**config.mk**
```make
export PLATFORM = sky130hd
export DESIGN_NAME = cipher_word_packer_flat
export DESIGN_NICKNAME = d
export VERILOG_FILES = /design/src/rtl/cipher_word_packer_if.sv /design/src/rtl/cipher_word_packer.sv /design/src/flat_wrapper.sv
export SDC_FILE = /design/constraint.sdc
export NUM_CORES = 1
export LEC_CHECK = 0
export CAP_MARGIN = 20
export CORE_UTILIZATION = 50
export DETAILED_ROUTE_END_ITERATION = 16
export GPL_TIMING_DRIVEN = 0
export PLACE_DENSITY = 0.79
export SLEW_MARGIN = 20
export SYNTH_ARGS = -nofsm -noshare
export SYNTH_HDL_FRONTEND = slang
export SYNTH_SLANG_ARGS = --single-unit
```
**constraint.sdc**
```tcl
create_clock -name clk -period 5.45 [get_ports clk]
set_clock_uncertainty 0.1 [all_clocks]
set_input_delay 1.09 -clock clk [delete_from_list [all_inputs] [get_ports clk]]
set_output_delay 1.09 -clock clk [all_outputs]
set_load 0.02 [all_outputs]
```
**src/rtl/cipher_word_packer_if.sv**
```systemverilog
// Bus between the ciphertext word packer and its environment: UART byte side,
// the exponentiation-core word handshake, status flags and FSM state for debug.
interface cipher_word_packer_if;
  logic        start;
  logic [31:0] n_key;
  logic        rx_done_tick;
  logic [7:0]  rx_data;
  logic        fme_ready;
  logic        word_valid;
  logic [31:0] word_out;
  logic        last_word_tick;
  logic        busy;
  logic        range_err;
  logic        overrun_err;
  logic [1:0]  state_dbg;

  // Handshake: a word moves in any cycle with word_valid && fme_ready;
  // word_out holds steady while word_valid is high and not yet taken.
  modport master (
    input  start, n_key, rx_done_tick, rx_data, fme_ready,
    output word_valid, word_out, last_word_tick, busy, range_err, overrun_err,
           state_dbg
  );

  modport slave (
    output start, n_key, rx_done_tick, rx_data, fme_ready,
    input  word_valid, word_out, last_word_tick, busy, range_err, overrun_err,
           state_dbg
  );
endinterface

```
**src/rtl/cipher_word_packer.sv**
```systemverilog
// Parses a 16-bit little-endian word-count header from received bytes and packs
// the payload into 32-bit little-endian words for the exponentiation core.
module cipher_word_packer (
  input  logic                  clk,
  input  logic                  rst,
  cipher_word_packer_if.master  bus
);
  typedef enum logic [1:0] {
    IDLE    = 2'd0,
    HEADER  = 2'd1,
    PAYLOAD = 2'd2,
    DRAIN   = 2'd3
  } state_t;

  state_t      state;
  logic [31:0] n_key_buf;
  logic [15:0] n_words;
  logic [15:0] words_done;
  logic [15:0] words_xfer;
  logic        hdr_idx;
  logic [1:0]  byte_idx;
  logic [23:0] asm_reg;
  logic [31:0] hold_reg;
  logic        hold_valid;
  logic        range_flag;
  logic        overrun_flag;

  logic        xfer;
  logic        hold_free;
  logic [31:0] new_word;
  logic [15:0] done_next;

  assign xfer      = hold_valid & bus.fme_ready;
  // The hold register can accept a new word if it is empty or emptying now.
  assign hold_free = ~hold_valid | xfer;
  assign new_word  = {bus.rx_data, asm_reg};
  assign done_next = words_done + 16'd1;

  assign bus.word_valid     = hold_valid;
  assign bus.word_out       = hold_reg;
  assign bus.busy           = (state != IDLE);
  assign bus.last_word_tick = xfer && (words_xfer == (n_words - 16'd1));
  assign bus.range_err      = range_flag;
  assign bus.overrun_err    = overrun_flag;
  assign bus.state_dbg      = state;

  always_ff @(posedge clk) begin
    if (rst) begin
      state        <= IDLE;
      n_key_buf    <= '0;
      n_words      <= '0;
      words_done   <= '0;
      words_xfer   <= '0;
      hdr_idx      <= 1'b0;
      byte_idx     <= '0;
      asm_reg      <= '0;
      hold_reg     <= '0;
      hold_valid   <= 1'b0;
      range_flag   <= 1'b0;
      overrun_flag <= 1'b0;
    end else begin
      if (xfer) begin
        hold_valid <= 1'b0;
        words_xfer <= words_xfer + 16'd1;
      end

      case (state)
        IDLE: begin
          if (bus.start) begin
            n_key_buf    <= bus.n_key;
            range_flag   <= 1'b0;
            overrun_flag <= 1'b0;
            n_words      <= '0;
            words_done   <= '0;
            words_xfer   <= '0;
            hdr_idx      <= 1'b0;
            byte_idx     <= '0;
            asm_reg      <= '0;
            state        <= HEADER;
          end
        end

        HEADER: begin
          if (bus.rx_done_tick) begin
            if (!hdr_idx) begin
              n_words[7:0] <= bus.rx_data;
              hdr_idx      <= 1'b1;
            end else begin
              n_words[15:8] <= bus.rx_data;
              hdr_idx       <= 1'b0;
              state <= ({bus.rx_data, n_words[7:0]} == 16'd0) ? IDLE : PAYLOAD;
            end
          end
        end

        PAYLOAD: begin
          if (bus.rx_done_tick) begin
            byte_idx <= byte_idx + 2'd1;
            case (byte_idx)
              2'd0: asm_reg[7:0]   <= bus.rx_data;
              2'd1: asm_reg[15:8]  <= bus.rx_data;
              2'd2: asm_reg[23:16] <= bus.rx_data;
              default: begin
                if (hold_free) begin
                  hold_reg   <= new_word;
                  hold_valid <= 1'b1;
                  if (new_word >= n_key_buf) range_flag <= 1'b1;
                end else begin
                  overrun_flag <= 1'b1;
                end
                // Dropped words still count toward the stream length.
                words_done <= done_next;
                if (done_next == n_words) state <= DRAIN;
              end
            endcase
          end
        end

        DRAIN: begin
          if (hold_free) state <= IDLE;
        end

        default: state <= IDLE;
      endcase
    end
  end
endmodule

```
**src/flat_wrapper.sv**
```systemverilog
// flat-port wrapper written by rule: the top's interface ports become plain ports
module cipher_word_packer_flat 
  (clk, rst, bus_start, bus_n_key, bus_rx_done_tick, bus_rx_data, bus_fme_ready, bus_word_valid, bus_word_out, bus_last_word_tick, bus_busy, bus_range_err, bus_overrun_err, bus_state_dbg);
  cipher_word_packer_if bus_i ();
  input  logic clk;
  input  logic rst;
  input wire logic [$bits(bus_i.start)-1:0] bus_start;
  input wire logic [$bits(bus_i.n_key)-1:0] bus_n_key;
  input wire logic [$bits(bus_i.rx_done_tick)-1:0] bus_rx_done_tick;
  input wire logic [$bits(bus_i.rx_data)-1:0] bus_rx_data;
  input wire logic [$bits(bus_i.fme_ready)-1:0] bus_fme_ready;
  output wire logic [$bits(bus_i.word_valid)-1:0] bus_word_valid;
  output wire logic [$bits(bus_i.word_out)-1:0] bus_word_out;
  output wire logic [$bits(bus_i.last_word_tick)-1:0] bus_last_word_tick;
  output wire logic [$bits(bus_i.busy)-1:0] bus_busy;
  output wire logic [$bits(bus_i.range_err)-1:0] bus_range_err;
  output wire logic [$bits(bus_i.overrun_err)-1:0] bus_overrun_err;
  output wire logic [$bits(bus_i.state_dbg)-1:0] bus_state_dbg;
  assign bus_i.start = bus_start;
  assign bus_i.n_key = bus_n_key;
  assign bus_i.rx_done_tick = bus_rx_done_tick;
  assign bus_i.rx_data = bus_rx_data;
  assign bus_i.fme_ready = bus_fme_ready;
  assign bus_word_valid = bus_i.word_valid;
  assign bus_word_out = bus_i.word_out;
  assign bus_last_word_tick = bus_i.last_word_tick;
  assign bus_busy = bus_i.busy;
  assign bus_range_err = bus_i.range_err;
  assign bus_overrun_err = bus_i.overrun_err;
  assign bus_state_dbg = bus_i.state_dbg;
  cipher_word_packer u_core (.clk(clk), .rst(rst), .bus(bus_i));
endmodule
```
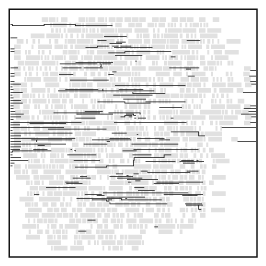
Figure 1: run 1, M3 wires.
(2 px per um)
nets with wire on the layer: 131
wire length on this layer: 1,700 um

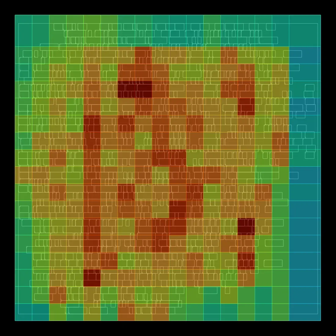
Figure 2: run 1, congestion heat map.
met3 global-route usage: 6.873%
GRT Util Overall: 27.65%

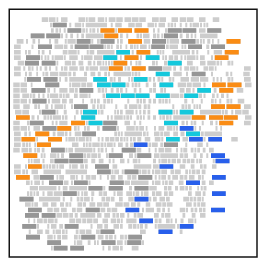
Figure 3: run 1, where the registers sit.
(2 px per um) Other sequential cells in the stronger grey, the rest of the logic in the fainter grey.
legend:
  u_core.bus.word_out:
    colour: orange
    placed_flops: 32
  u_core.words_done:
    colour: blue
    placed_flops: 16
  u_core.asm_reg:
    colour: cyan
    placed_flops: 24
not coloured: 72

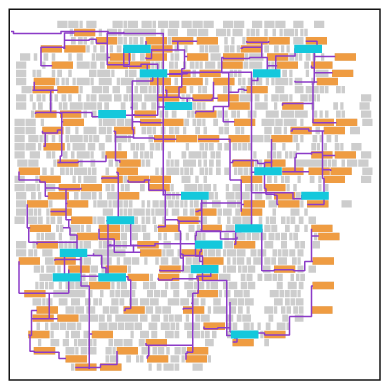
Figure 4: run 1, clock wires, drivers and flops.
(3 px per um)
legend:
  clock wires:
    colour: purple
    length: 1,810 um
  clock-net drivers:
    colour: cyan
    count: 17
  flip-flops:
    colour: orange
    count: 144
routed clock nets: 18
flops lie: widely spread

==> run_summary.xml, run 1 <==
<?xml version="1.0" encoding="UTF-8"?>
<metrics>
  <group name="final_timing">
    <metric name="timing_max_transition_violations_final" unit="">0</metric>
    <metric name="finalHoldWorstSlack" unit="ns">0.3523</metric>
    <metric name="timing.final.crit_share" unit="%">91.54</metric>
    <metric name="slew_headroom" unit="%">39.40</metric>
    <metric name="timing.fmax" unit="GHz">0.2005</metric>
    <metric name="timing.final.setup_violations" unit="">0</metric>
    <metric name="setup-tns-final" unit="ns">0</metric>
    <metric name="timing_hold_violations_final" unit="">0</metric>
    <metric name="rsz0062_at_grt" unit="">false</metric>
  </group>
  <group name="yosys">
    <metric name="postSynthAreaPerCell" unit="um^2">7.770</metric>
    <metric name="synth.yosys.chip_area" unit="um^2">7335</metric>
    <metric name="synth-edff-count" unit="">0</metric>
    <metric name="synth-warning-count" unit="">0</metric>
    <metric name="dominantRegCellSynth" unit="">dfxtp_1</metric>
    <metric name="yosys.stat.seqShare" unit="%">39.30</metric>
    <metric name="synth.net_count" unit="">1028</metric>
    <metric name="ys_top_cells_by_area" unit="">dfxtp_1 (39%), nand2_1 (9.2%), a21oi_1 (8.4%)</metric>
    <metric name="numSynthFlops" unit="">144</metric>
    <metric name="synth.cell_area" unit="um^2">7335</metric>
    <metric name="total_cells_reported_by_yosys_after_synthesis" unit="">944</metric>
    <metric name="top_area_cell" unit="">dfxtp_1</metric>
    <metric name="synthesis.instances" unit="">944</metric>
    <metric name="synth.top_cell.area_share" unit="%">39.30</metric>
  </group>
  <group name="cells_and_area">
    <metric name="fin_nets" unit="">1128</metric>
    <metric name="nFillCells" unit="">1241</metric>
    <metric name="flow.area_growth_from_synthesis" unit="%">22.72</metric>
    <metric name="lay_top_count" unit="">nand2_1</metric>
  </group>
  <group name="floorplan">
    <metric name="placement_rows" unit="">43</metric>
    <metric name="io_pins" unit="">84</metric>
    <metric name="floorplan.core_util" unit="%">52.03</metric>
    <metric name="die.size.y" unit="um">123.1</metric>
    <metric name="die_area" unit="um^2">15160</metric>
    <metric name="coreArea" unit="um^2">14100</metric>
  </group>
  <group name="cts">
    <metric name="htreeDepth" unit="">4</metric>
    <metric name="cts-root-buf" unit="">clkbuf_16</metric>
    <metric name="post_cts.resized_instances" unit="">0</metric>
    <metric name="cts-buffers-inserted" unit="">17</metric>
    <metric name="cts_tree" unit="">yes</metric>
    <metric name="cts.reportedPaths.clkPinSlew" unit="ns">0.06</metric>
    <metric name="clock_insertion_delay_worst_skew" unit="ns">0.43</metric>
    <metric name="post-cts-setup-buffers" unit="">0</metric>
    <metric name="clock_sink_count" unit="">144</metric>
    <metric name="cts.path.max_buffers" unit="">2</metric>
  </group>
  <group name="worst_hold_path">
    <metric name="hp-start" unit="">u_core.bus.word_out[7]</metric>
    <metric name="hold-path-cell-count" unit="">2</metric>
    <metric name="class_of_the_most_critical_hold_timing_path" unit="">flip-flop to flip-flop</metric>
  </group>
  <group name="run">
    <metric name="stage_log_warnings" unit="">29</metric>
    <metric name="maxCapViolCount" unit="">0</metric>
  </group>
  <group name="grt">
    <metric name="pin_count_of_the_biggest_net_entering_global_routing" unit="">17</metric>
    <metric name="antenna_found_initial" unit="">0</metric>
    <metric name="grt_pass1_wl" unit="mm">32.09</metric>
    <metric name="gr-total-overflow" unit="">0</metric>
  </group>
  <group name="worst_setup_path">
    <metric name="timing.critical_path.required" unit="ns">4.26</metric>
    <metric name="cp_slowest_cell" unit="">clkdlybuf4s50_1</metric>
    <metric name="worst-path-buf-inv" unit="">1</metric>
    <metric name="cp_top_family" unit="">simple AND/OR/NAND/NOR gates</metric>
    <metric name="cp_data_arrival_time" unit="ns">3.80</metric>
    <metric name="rrSetupSlack" unit="ns">2.53</metric>
    <metric name="cp-start-kind" unit="">flip-flop</metric>
    <metric name="crit_type" unit="">flip-flop to output pin</metric>
    <metric name="critPathMaxFanout" unit="">6</metric>
    <metric name="cp-end-kind" unit="">output pin</metric>
    <metric name="timing.reg2reg.worst_path_depth" unit="">7</metric>
    <metric name="cpMostUsedCell" unit="">or4_1</metric>
  </group>
  <group name="outcome">
    <metric name="run_status" unit="">finished clean</metric>
  </group>
  <group name="power_and_ir_drop">
    <metric name="finalPower" unit="mW">2.737</metric>
    <metric name="leakage_power" unit="nW">3.156</metric>
    <metric name="power_density" unit="nW/um^2">304.1</metric>
  </group>
  <group name="route">
    <metric name="drc_errors" unit="">0</metric>
    <metric name="dr_total_vias" unit="">7034</metric>
    <metric name="vias_per_cell" unit="">5.682</metric>
    <metric name="finalWirelength" unit="mm">19.82</metric>
    <metric name="dr.first_iter.drc_count" unit="">547</metric>
    <metric name="postRouteAntennaNets" unit="">0</metric>
    <metric name="drt_first_pass_iters" unit="">6</metric>
    <metric name="route.detailed.wl_per_inst" unit="um">16.01</metric>
  </group>
  <group name="placement">
    <metric name="detailed_place_hpwl" unit="mm">14.05</metric>
    <metric name="io_buffers" unit="">81</metric>
    <metric name="gpl.final_weighted_congestion" unit="">0.8680</metric>
  </group>
</metrics>
-- run 1: synth_stat cells (2+ instances only) --
cell type and n:
nand2_1 179, dfxtp_1 144, a21oi_1 123, nor2_1 68, clkbuf_1 52, nand3_1 46
ha_1 39, inv_1 39, xnor2_1 37, o21ai_0 22, a22oi_1 18, nand4_1 14
xor2_1 14, nor3_1 12, or3_1 12, a21o_1 11, and3_1 11, and2_1 9
nand2b_1 7, nor4_1 7, a211oi_1 6, a31oi_1 6, and4_1 6, o21ai_1 6
o211ai_1 5, or4_1 5, a311oi_1 4, nand4b_1 3, nor2b_1 3, nor3b_1 3
nor4b_1 3, o21a_1 3, a211o_1 2, nand3b_1 2, or2_2 2
-- run 1: cells by family after synthesis --
| family | synth area share [%] |
|---|---|
| AOI/OAI and AO/OA | 18.00 |
| and+or+nand+nor | 24.87 |
| xor gates and xnor gates | 6.090 |
| buffers and inverters | 4.930 |
| muxes | 0.1535 |
| DFF | 39.30 |
| adders and majority gates | 6.653 |
-- run 1: worst max path at each step --
stage	start	endpoint	slack (ns)	cells after the start
CTS	u_core.n_words[8]	bus_last_word_tick	0.46	7
global placement	u_core.n_words[8]	bus_last_word_tick	0.91	7
finish	u_core.n_words[8]	bus_last_word_tick	0.46	7
global route	u_core.n_words[2]	bus_last_word_tick	0.23	8
detailed placement	u_core.n_words[8]	bus_last_word_tick	0.92	7
floorplan	u_core.n_words[9]	bus_last_word_tick	1.47	7
-- run 1: layer usage --
layer | global-route usage (%) | wire length [um] | vias up
met1 | 38.28 | 8999 | 3256
met4 | 8.358 | 258 | 0
met2 | 42.35 | 8863 | 277
met5 | 0 | 0 | -
li1 | - | - | 3474
met3 | 6.873 | 1702 | 27
-- run 1: cell type report --
| type | count | area (um^2) | share of cell area [%] |
|---|---|---|---|
| Antenna cell | 1 | 2.502 | 0.02780 |
| Buffer | 55 | 215.2 | 2.391 |
| Clock buffer | 20 | 446.7 | 4.962 |
| Clock inverter | 12 | 181.4 | 2.016 |
| Inverter | 39 | 146.4 | 1.626 |
| Multi-Input combinational cell | 706 | 4090 | 45.44 |
| Sequential cell | 144 | 2883 | 32.03 |
| Tap cell | 180 | 225.2 | 2.502 |
| Timing Repair Buffer | 81 | 810.8 | 9.008 |
-- run 1: report_power, final --
group          internal [mW]  total [mW]  switching (mW)
Clock                  0.780        1.25           0.465
Combinational          0.146       0.381           0.236
Sequential              1.08        1.11          0.0251
-- run 1: through the flow --
stage / cells / area [um^2] / worst slack, ns
floorplan: 944 / 7335 / 1.465
global placement: 1205 / 8371 / 0.9100
detailed placement: 1205 / 8371 / 0.9202
CTS: 1237 / 8999 / 0.4556
global route: 1237 / 8999 / 0.2338
finish: 1238 / 9001 / 0.4613
-- run 1: worst register-to-register path, stage by stage (launching register included) --
cell and delay [ns]:
dfxtp_1 0.40, inv_1 0.11, nor2_1 0.50, nand3_1 0.46, nor2_1 0.57, clkbuf_1 0.42
nand2_1 0.13, a21oi_1 0.17
## Run 2: what changed since run 1
PLACE_DENSITY = 0.72   (was 0.79)
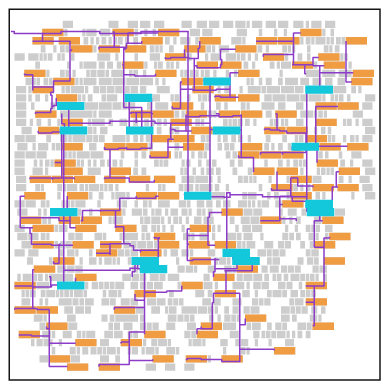
Figure 5: run 2, clock wires, drivers and flops.
(3 px per um)
legend:
  clock-net drivers:
    colour: cyan
    count: 17
  clock wires:
    colour: purple
    length: 1,790 um
  flip-flops:
    colour: orange
    count: 144
routed clock nets: 18
flops lie: widely spread

==> run 2 against run 1 <==
Cell count down 0.16%. Flip-flop count is the same. Power down 5.0%. Largest power group is now sequential cells.
==> run_summary.xml, run 2 <==
<?xml version="1.0" encoding="UTF-8"?>
<metrics>
  <group name="grt">
    <metric name="gr-total-overflow" unit="">0</metric>
    <metric name="antenna_found_initial" unit="">0</metric>
    <metric name="pin_count_of_the_biggest_net_entering_global_routing" unit="">17</metric>
    <metric name="grt_pass1_wl" unit="mm">31.71</metric>
    <metric name="grt_usage" unit="%">27.37</metric>
  </group>
  <group name="worst_setup_path">
    <metric name="cp_data_arrival_time" unit="ns">3.87</metric>
    <metric name="cp-startpoint" unit="">u_core.n_words[2]</metric>
    <metric name="rrSetupSlack" unit="ns">2.54</metric>
    <metric name="crit_end" unit="">bus_last_word_tick</metric>
    <metric name="timing.reg2reg.worst_path_depth" unit="">7</metric>
    <metric name="critPathMaxFanout" unit="">10</metric>
    <metric name="crit_type" unit="">flip-flop to output pin</metric>
    <metric name="cp-start-kind" unit="">flip-flop</metric>
    <metric name="timing.critical_path.required" unit="ns">4.26</metric>
    <metric name="cp-end-kind" unit="">output pin</metric>
  </group>
  <group name="yosys">
    <metric name="main_combinational_cell_family_by_area_after_synthesis" unit="">simple AND/OR/NAND/NOR gates</metric>
    <metric name="most_repeated_cell_in_the_gate_level_netlist_after_synthesis" unit="">nand2_1</metric>
    <metric name="synth.cells.most_frequent" unit="">nand2_1 (179), dfxtp_1 (144), a21oi_1 (123), nor2_1 (68), clkbuf_1 (52)</metric>
    <metric name="ys_top_cells_by_area" unit="">dfxtp_1 (39%), nand2_1 (9.2%), a21oi_1 (8.4%)</metric>
    <metric name="synth.top_cell.area_share" unit="%">39.30</metric>
    <metric name="synth.yosys.chip_area" unit="um^2">7335</metric>
    <metric name="post_synth_ao_oa_area_fraction" unit="%">18.00</metric>
    <metric name="synth.net_count" unit="">1028</metric>
    <metric name="synthesis.instances" unit="">944</metric>
    <metric name="numSynthFlops" unit="">144</metric>
    <metric name="top_area_cell" unit="">dfxtp_1</metric>
    <metric name="synth.cell_area" unit="um^2">7335</metric>
    <metric name="yosys.stat.seqShare" unit="%">39.30</metric>
    <metric name="synthAdderAreaFrac" unit="%">6.653</metric>
    <metric name="ys_sh_xor" unit="%">6.090</metric>
    <metric name="postSynthAreaPerCell" unit="um^2">7.770</metric>
    <metric name="mux_area_share" unit="%">0.1535</metric>
    <metric name="total_cells_reported_by_yosys_after_synthesis" unit="">944</metric>
    <metric name="dominantRegCellSynth" unit="">dfxtp_1</metric>
    <metric name="synthArstFlopShare" unit="%">0</metric>
    <metric name="synth-edff-count" unit="">0</metric>
    <metric name="synth_simple_gate_area_share" unit="%">24.87</metric>
    <metric name="synth-warning-count" unit="">0</metric>
  </group>
  <group name="final_timing">
    <metric name="timing.final.setup_violations" unit="">0</metric>
    <metric name="slew_headroom" unit="%">37.89</metric>
    <metric name="timing.final.crit_share" unit="%">92.80</metric>
    <metric name="timing.fmax" unit="GHz">0.1977</metric>
    <metric name="setup-tns-final" unit="ns">0</metric>
    <metric name="timing_max_transition_violations_final" unit="">0</metric>
    <metric name="finalHoldWorstSlack" unit="ns">0.3508</metric>
    <metric name="timing_hold_violations_final" unit="">0</metric>
    <metric name="rsz0062_at_grt" unit="">false</metric>
    <metric name="post-route-worst-setup-slack" unit="ns">0.3922</metric>
  </group>
  <group name="cts">
    <metric name="holdBufCountCts" unit="">0</metric>
    <metric name="cts-buffers-inserted" unit="">17</metric>
    <metric name="htreeDepth" unit="">4</metric>
    <metric name="cts_tree" unit="">yes</metric>
    <metric name="cts-root-buf" unit="">clkbuf_16</metric>
    <metric name="post-cts-setup-buffers" unit="">0</metric>
    <metric name="clock_sink_count" unit="">144</metric>
    <metric name="cts.reportedPaths.clkPinSlew" unit="ns">0.06</metric>
    <metric name="cts.path.max_buffers" unit="">2</metric>
    <metric name="clock_insertion_delay_worst_skew" unit="ns">0.42</metric>
    <metric name="post_cts.resized_instances" unit="">0</metric>
  </group>
  <group name="cells_and_area">
    <metric name="final_cell_area" unit="um^2">8929</metric>
    <metric name="lay_top_cells" unit="">nand2_1 (179), dfxtp_1 (144), a21oi_1 (123)</metric>
    <metric name="flow.area_growth_from_synthesis" unit="%">21.73</metric>
    <metric name="antenna_cells_inserted" unit="">0</metric>
    <metric name="fin_nets" unit="">1128</metric>
    <metric name="lay_top_count" unit="">nand2_1</metric>
    <metric name="mi_logic_area" unit="um^2">4090</metric>
    <metric name="area.sequential" unit="um^2">2883</metric>
    <metric name="nFillCells" unit="">1280</metric>
  </group>
  <group name="power_and_ir_drop">
    <metric name="power_density" unit="nW/um^2">291.2</metric>
    <metric name="power.sequential.fraction" unit="%">42.7</metric>
    <metric name="total_switching_power" unit="mW">0.7119</metric>
    <metric name="combPwrFrac" unit="%">14.7</metric>
    <metric name="power.clock.fraction" unit="%">42.6</metric>
    <metric name="power_switching_share" unit="%">27.38</metric>
    <metric name="power_report.internal_total" unit="mW">1.888</metric>
    <metric name="leakage_power" unit="nW">3.126</metric>
  </group>
  <group name="run">
    <metric name="maxCapViolCount" unit="">0</metric>
    <metric name="stage_log_warnings" unit="">29</metric>
  </group>
  <group name="placement">
    <metric name="preCtsSetupSlack" unit="ns">0.8903</metric>
    <metric name="detailed_place_hpwl" unit="mm">14.26</metric>
    <metric name="gpl.final_weighted_congestion" unit="">0.8698</metric>
    <metric name="placed_area" unit="um^2">8371</metric>
    <metric name="io_buffers" unit="">81</metric>
  </group>
  <group name="floorplan">
    <metric name="io_pins" unit="">84</metric>
    <metric name="coreArea" unit="um^2">14100</metric>
    <metric name="floorplan.core_util" unit="%">52.03</metric>
    <metric name="placement_rows" unit="">43</metric>
    <metric name="die.size.y" unit="um">123.1</metric>
    <metric name="die_area" unit="um^2">15160</metric>
  </group>
  <group name="route">
    <metric name="drt_first_pass_iters" unit="">5</metric>
    <metric name="drc_errors" unit="">0</metric>
    <metric name="vias_per_cell" unit="">5.701</metric>
    <metric name="finalWirelength" unit="mm">19.93</metric>
    <metric name="postRouteAntennaNets" unit="">0</metric>
    <metric name="dr.first_iter.drc_count" unit="">590</metric>
    <metric name="dr_total_vias" unit="">7046</metric>
    <metric name="route.detailed.wl_per_inst" unit="um">16.12</metric>
  </group>
  <group name="worst_hold_path">
    <metric name="class_of_the_most_critical_hold_timing_path" unit="">flip-flop to flip-flop</metric>
    <metric name="hold-path-cell-count" unit="">2</metric>
  </group>
  <group name="outcome">
    <metric name="run_status" unit="">finished clean</metric>
  </group>
</metrics>
## run 2: area by class of cell
class | count | area share, %
multi-input cells | 706 | 45.81
flip-flops and latches | 144 | 32.29
repair buffers | 81 | 9.081
clock buffers | 21 | 5.269
well taps | 180 | 2.522
plain buffers | 55 | 2.410
inverters | 39 | 1.640
clock inverters | 10 | 0.9809
## run 2: cells by family after synthesis
logic type | Yosys count
fa+ha+maj | 39
mux | 1
buf+inv | 94
flops | 144
simple gates | 394
xor+xnor | 51
compound gates | 221
## run 2: routing by layer
metal / GRT usage [%] / up-vias / part of all wire [%]
li1: - / 3475 / -
met3: 5.120 / 26 / 7.7
met2: 40.48 / 262 / 43
met4: 9.262 / 0 / 1.6
met5: 0 / - / 0
met1: 39.73 / 3283 / 48
## run 2: how the worst min path moves through the flow
stage,startpoint,endpoint
floorplan,u_core.n_key_buf[10],u_core.n_key_buf[10]
global placement,u_core.bus.word_out[23],u_core.bus.word_out[23]
detailed placement,u_core.bus.word_out[6],u_core.bus.word_out[6]
CTS,u_core.bus.word_out[6],u_core.bus.word_out[6]
global route,u_core.bus.word_out[6],u_core.bus.word_out[6]
finish,u_core.bus.word_out[6],u_core.bus.word_out[6]
## run 2: power by group through the flow
stage                     Sequential (mW)  Clock (mW)  Combinational, mW
final                                1.11        1.11              0.383
after global routing                 1.11        1.16              0.423
after CTS                            1.11        1.12              0.378
after detailed placement             1.13           0              0.374
after global placement               1.13           0              0.370
after floorplan                      1.13           0              0.247
## run 2: critical path, stage by stage, from the launching register on
cell and delay (ns):
dfxtp_1 0.29, clkbuf_1 0.23, nor3_1 0.51, nand3_1 0.20, o31a_1 0.31, or4_1 0.50, or4_1 0.55, a221oi_2 0.21
clkdlybuf4s50_1 0.64
## run 2: stage by stage
stage               std cells  utilization [%]  power (mW)
CTS                      1236            63.34       2.603
finish                   1236            63.34       2.600
global placement         1205            59.38       1.503
floorplan                 944                -       1.374
global route             1236            63.34       2.697
detailed placement       1205            59.38       1.507
## Run 3: what changed since run 2
CAP_MARGIN = unset   (was 20)
MAX_ROUTING_LAYER = met4   (was unset)
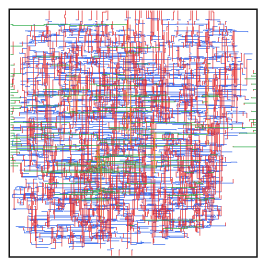
Figure 6: run 3, wiring by layer.
(2 px per um)
legend:
  M1:
    colour: blue
    wire_length: 9,440 um
  M3:
    colour: green
    wire_length: 1,590 um
  M4:
    colour: orange
    wire_length: 235 um
  M2:
    colour: red
    wire_length: 8,700 um

==> run 3 against run 2 <==
Critical path depth unchanged. Setup slack improved by 0.011 ns. Cell count unchanged. Synthesized cell count unchanged. Register-to-register slack better by 0.04 ns. Area after synthesis stayed put. Critical endpoint unchanged.
==> run_summary.xml, run 3 <==
<?xml version="1.0" encoding="UTF-8"?>
<metrics>
  <group name="worst_setup_path">
    <metric name="critPathMaxFanout" unit="">10</metric>
    <metric name="cp_data_arrival_time" unit="ns">3.86</metric>
    <metric name="timing.critical_path.slowest_cell_delay" unit="ns">0.64</metric>
    <metric name="timing.critical_path.required" unit="ns">4.26</metric>
    <metric name="cpMostUsedCell" unit="">or4_1</metric>
    <metric name="series_of_cell_instances_along_the_critical_path" unit="">clkbuf_1, nor3_1, nand3_1, o31a_1, or4_1, or4_1, a221oi_2, clkdlybuf4s50_1</metric>
    <metric name="cp-start-kind" unit="">flip-flop</metric>
    <metric name="worst-path-buf-inv" unit="">2</metric>
    <metric name="cp_top_family" unit="">simple AND/OR/NAND/NOR gates</metric>
  </group>
  <group name="yosys">
    <metric name="synth.cell_area" unit="um^2">7335</metric>
    <metric name="synth.net_count" unit="">1028</metric>
    <metric name="postSynthAreaPerCell" unit="um^2">7.770</metric>
    <metric name="synth.yosys.chip_area" unit="um^2">7335</metric>
    <metric name="ys_top_cells_by_area" unit="">dfxtp_1 (39%), nand2_1 (9.2%), a21oi_1 (8.4%)</metric>
    <metric name="synthesis.instances" unit="">944</metric>
    <metric name="total_cells_reported_by_yosys_after_synthesis" unit="">944</metric>
    <metric name="synth.cells.most_frequent" unit="">nand2_1 (179), dfxtp_1 (144), a21oi_1 (123), nor2_1 (68), clkbuf_1 (52)</metric>
    <metric name="dominantRegCellSynth" unit="">dfxtp_1</metric>
    <metric name="synth-edff-count" unit="">0</metric>
    <metric name="yosys.stat.seqShare" unit="%">39.30</metric>
    <metric name="synth-warning-count" unit="">0</metric>
    <metric name="synthArstFlopShare" unit="%">0</metric>
  </group>
  <group name="final_timing">
    <metric name="rsz0062_at_grt" unit="">false</metric>
    <metric name="timing_hold_violations_final" unit="">0</metric>
    <metric name="slew_headroom" unit="%">37.89</metric>
    <metric name="setup-tns-final" unit="ns">0</metric>
    <metric name="timing.final.setup_violations" unit="">0</metric>
  </group>
  <group name="floorplan">
    <metric name="floorplan.core_util" unit="%">52.03</metric>
    <metric name="die.size.y" unit="um">123.1</metric>
    <metric name="die_area" unit="um^2">15160</metric>
    <metric name="io_pins" unit="">84</metric>
    <metric name="placement_rows" unit="">43</metric>
  </group>
  <group name="cts">
    <metric name="clock_insertion_delay_worst_skew" unit="ns">0.42</metric>
    <metric name="cts-root-buf" unit="">clkbuf_16</metric>
    <metric name="holdBufCountCts" unit="">0</metric>
    <metric name="cts.path.max_buffers" unit="">2</metric>
    <metric name="clock_sink_count" unit="">144</metric>
    <metric name="htreeDepth" unit="">4</metric>
    <metric name="cts-buffers-inserted" unit="">17</metric>
    <metric name="cts_tree" unit="">yes</metric>
    <metric name="post_cts.resized_instances" unit="">0</metric>
  </group>
  <group name="placement">
    <metric name="io_buffers" unit="">81</metric>
    <metric name="numPlacedInstances" unit="">1205</metric>
    <metric name="detailed_place_hpwl" unit="mm">14.26</metric>
    <metric name="placed_area" unit="um^2">8371</metric>
    <metric name="gpl.final_weighted_congestion" unit="">0.8840</metric>
  </group>
  <group name="power_and_ir_drop">
    <metric name="leakage_power" unit="nW">3.126</metric>
    <metric name="power.sequential.fraction" unit="%">42.7</metric>
    <metric name="power_switching_share" unit="%">27.37</metric>
    <metric name="combPwrFrac" unit="%">14.7</metric>
    <metric name="power.clock.fraction" unit="%">42.5</metric>
    <metric name="finalPower" unit="mW">2.599</metric>
    <metric name="total_switching_power" unit="mW">0.7112</metric>
    <metric name="power_report.internal_total" unit="mW">1.888</metric>
  </group>
  <group name="route">
    <metric name="vias_per_cell" unit="">5.691</metric>
    <metric name="drc_errors" unit="">0</metric>
    <metric name="dr_total_vias" unit="">7034</metric>
  </group>
  <group name="outcome">
    <metric name="run_status" unit="">finished clean</metric>
  </group>
  <group name="run">
    <metric name="maxCapViolCount" unit="">0</metric>
    <metric name="stage_log_warnings" unit="">29</metric>
  </group>
  <group name="cells_and_area">
    <metric name="antenna_cells_inserted" unit="">0</metric>
    <metric name="lay_top_count" unit="">nand2_1</metric>
    <metric name="flow.area_growth_from_synthesis" unit="%">21.73</metric>
    <metric name="post-route-util" unit="%">63.34</metric>
    <metric name="lay_top_cells" unit="">nand2_1 (179), dfxtp_1 (144), a21oi_1 (123)</metric>
  </group>
  <group name="grt">
    <metric name="gr-total-overflow" unit="">0</metric>
    <metric name="grt_pass1_wl" unit="mm">31.74</metric>
    <metric name="grt_usage" unit="%">28.26</metric>
  </group>
</metrics>
==> run 3: cell counts after synthesis <==
No cell type changed its count.
==> run 3: per-stage QoR <==
stage	hold slack [ns]	worst slack [ns]
after floorplan	0.3363	1.465
after global placement	0.3414	0.9074
after detailed placement	0.3453	0.8903
after CTS	0.3534	0.4298
after global routing	0.3669	0.2198
final	0.3507	0.4028
==> run 3: layout make-up <==
cell class	count	area [um^2]
Clock inverter	10	87.58
Multi-Input combinational cell	706	4090
Clock buffer	21	470.5
Buffer	55	215.2
Tap cell	180	225.2
Inverter	39	146.4
Fill cell	1280	5167
Timing Repair Buffer	81	810.8
Sequential cell	144	2883
==> run 3: cells by family after synthesis <==
group,share of synthesized area (%)
compound gates,18.00
flops,39.30
fa+ha+maj,6.653
buf+inv,4.930
xor+xnor,6.090
simple gates,24.87
mux,0.1535
==> run 3: power by group through the flow <==
stage | sequential (mW) | combinational [mW] | clock, mW
2_1_floorplan | 1.13 | 0.247 | 0
3_3_place_gp | 1.13 | 0.370 | 0
3_5_place_dp | 1.13 | 0.374 | 0
4_1_cts | 1.11 | 0.378 | 1.12
5_1_grt | 1.11 | 0.423 | 1.16
6_report | 1.11 | 0.383 | 1.10
==> run 3: worst register-to-register path, stage by stage (launching register included) <==
cell      delay, ns
dfxtp_1        0.40
inv_1          0.11
nor2_1         0.52
nand3_1        0.47
nor2_1         0.54
clkbuf_1       0.41
nand2_1        0.12
a21oi_1        0.13
==> run 3: routing by layer <==
metal / vias up / global-route usage [%] / part of all wire [%]
li1: 3475 / - / -
met1: 3265 / 39.82 / 47
met5: - / - / 0
met3: 24 / 5.858 / 8.0
met4: 0 / 8.358 / 1.2
met2: 270 / 40.55 / 44
==> run 3: path summary, 6_finish.rpt <==
path	cells past startpoint	endpoint	startpoint	slack, ns
setup / recovery	8	bus_last_word_tick	u_core.n_words[2]	0.40
hold / removal	2	u_core.bus.word_out[6]	u_core.bus.word_out[6]	0.35
setup reg to reg	7	u_core.bus.word_out[31]	flip-flop	2.58
hold reg to reg	2	u_core.bus.word_out[6]	u_core.bus.word_out[6]	0.35
No activity file was given, so power comes from the tool's default toggle rates.
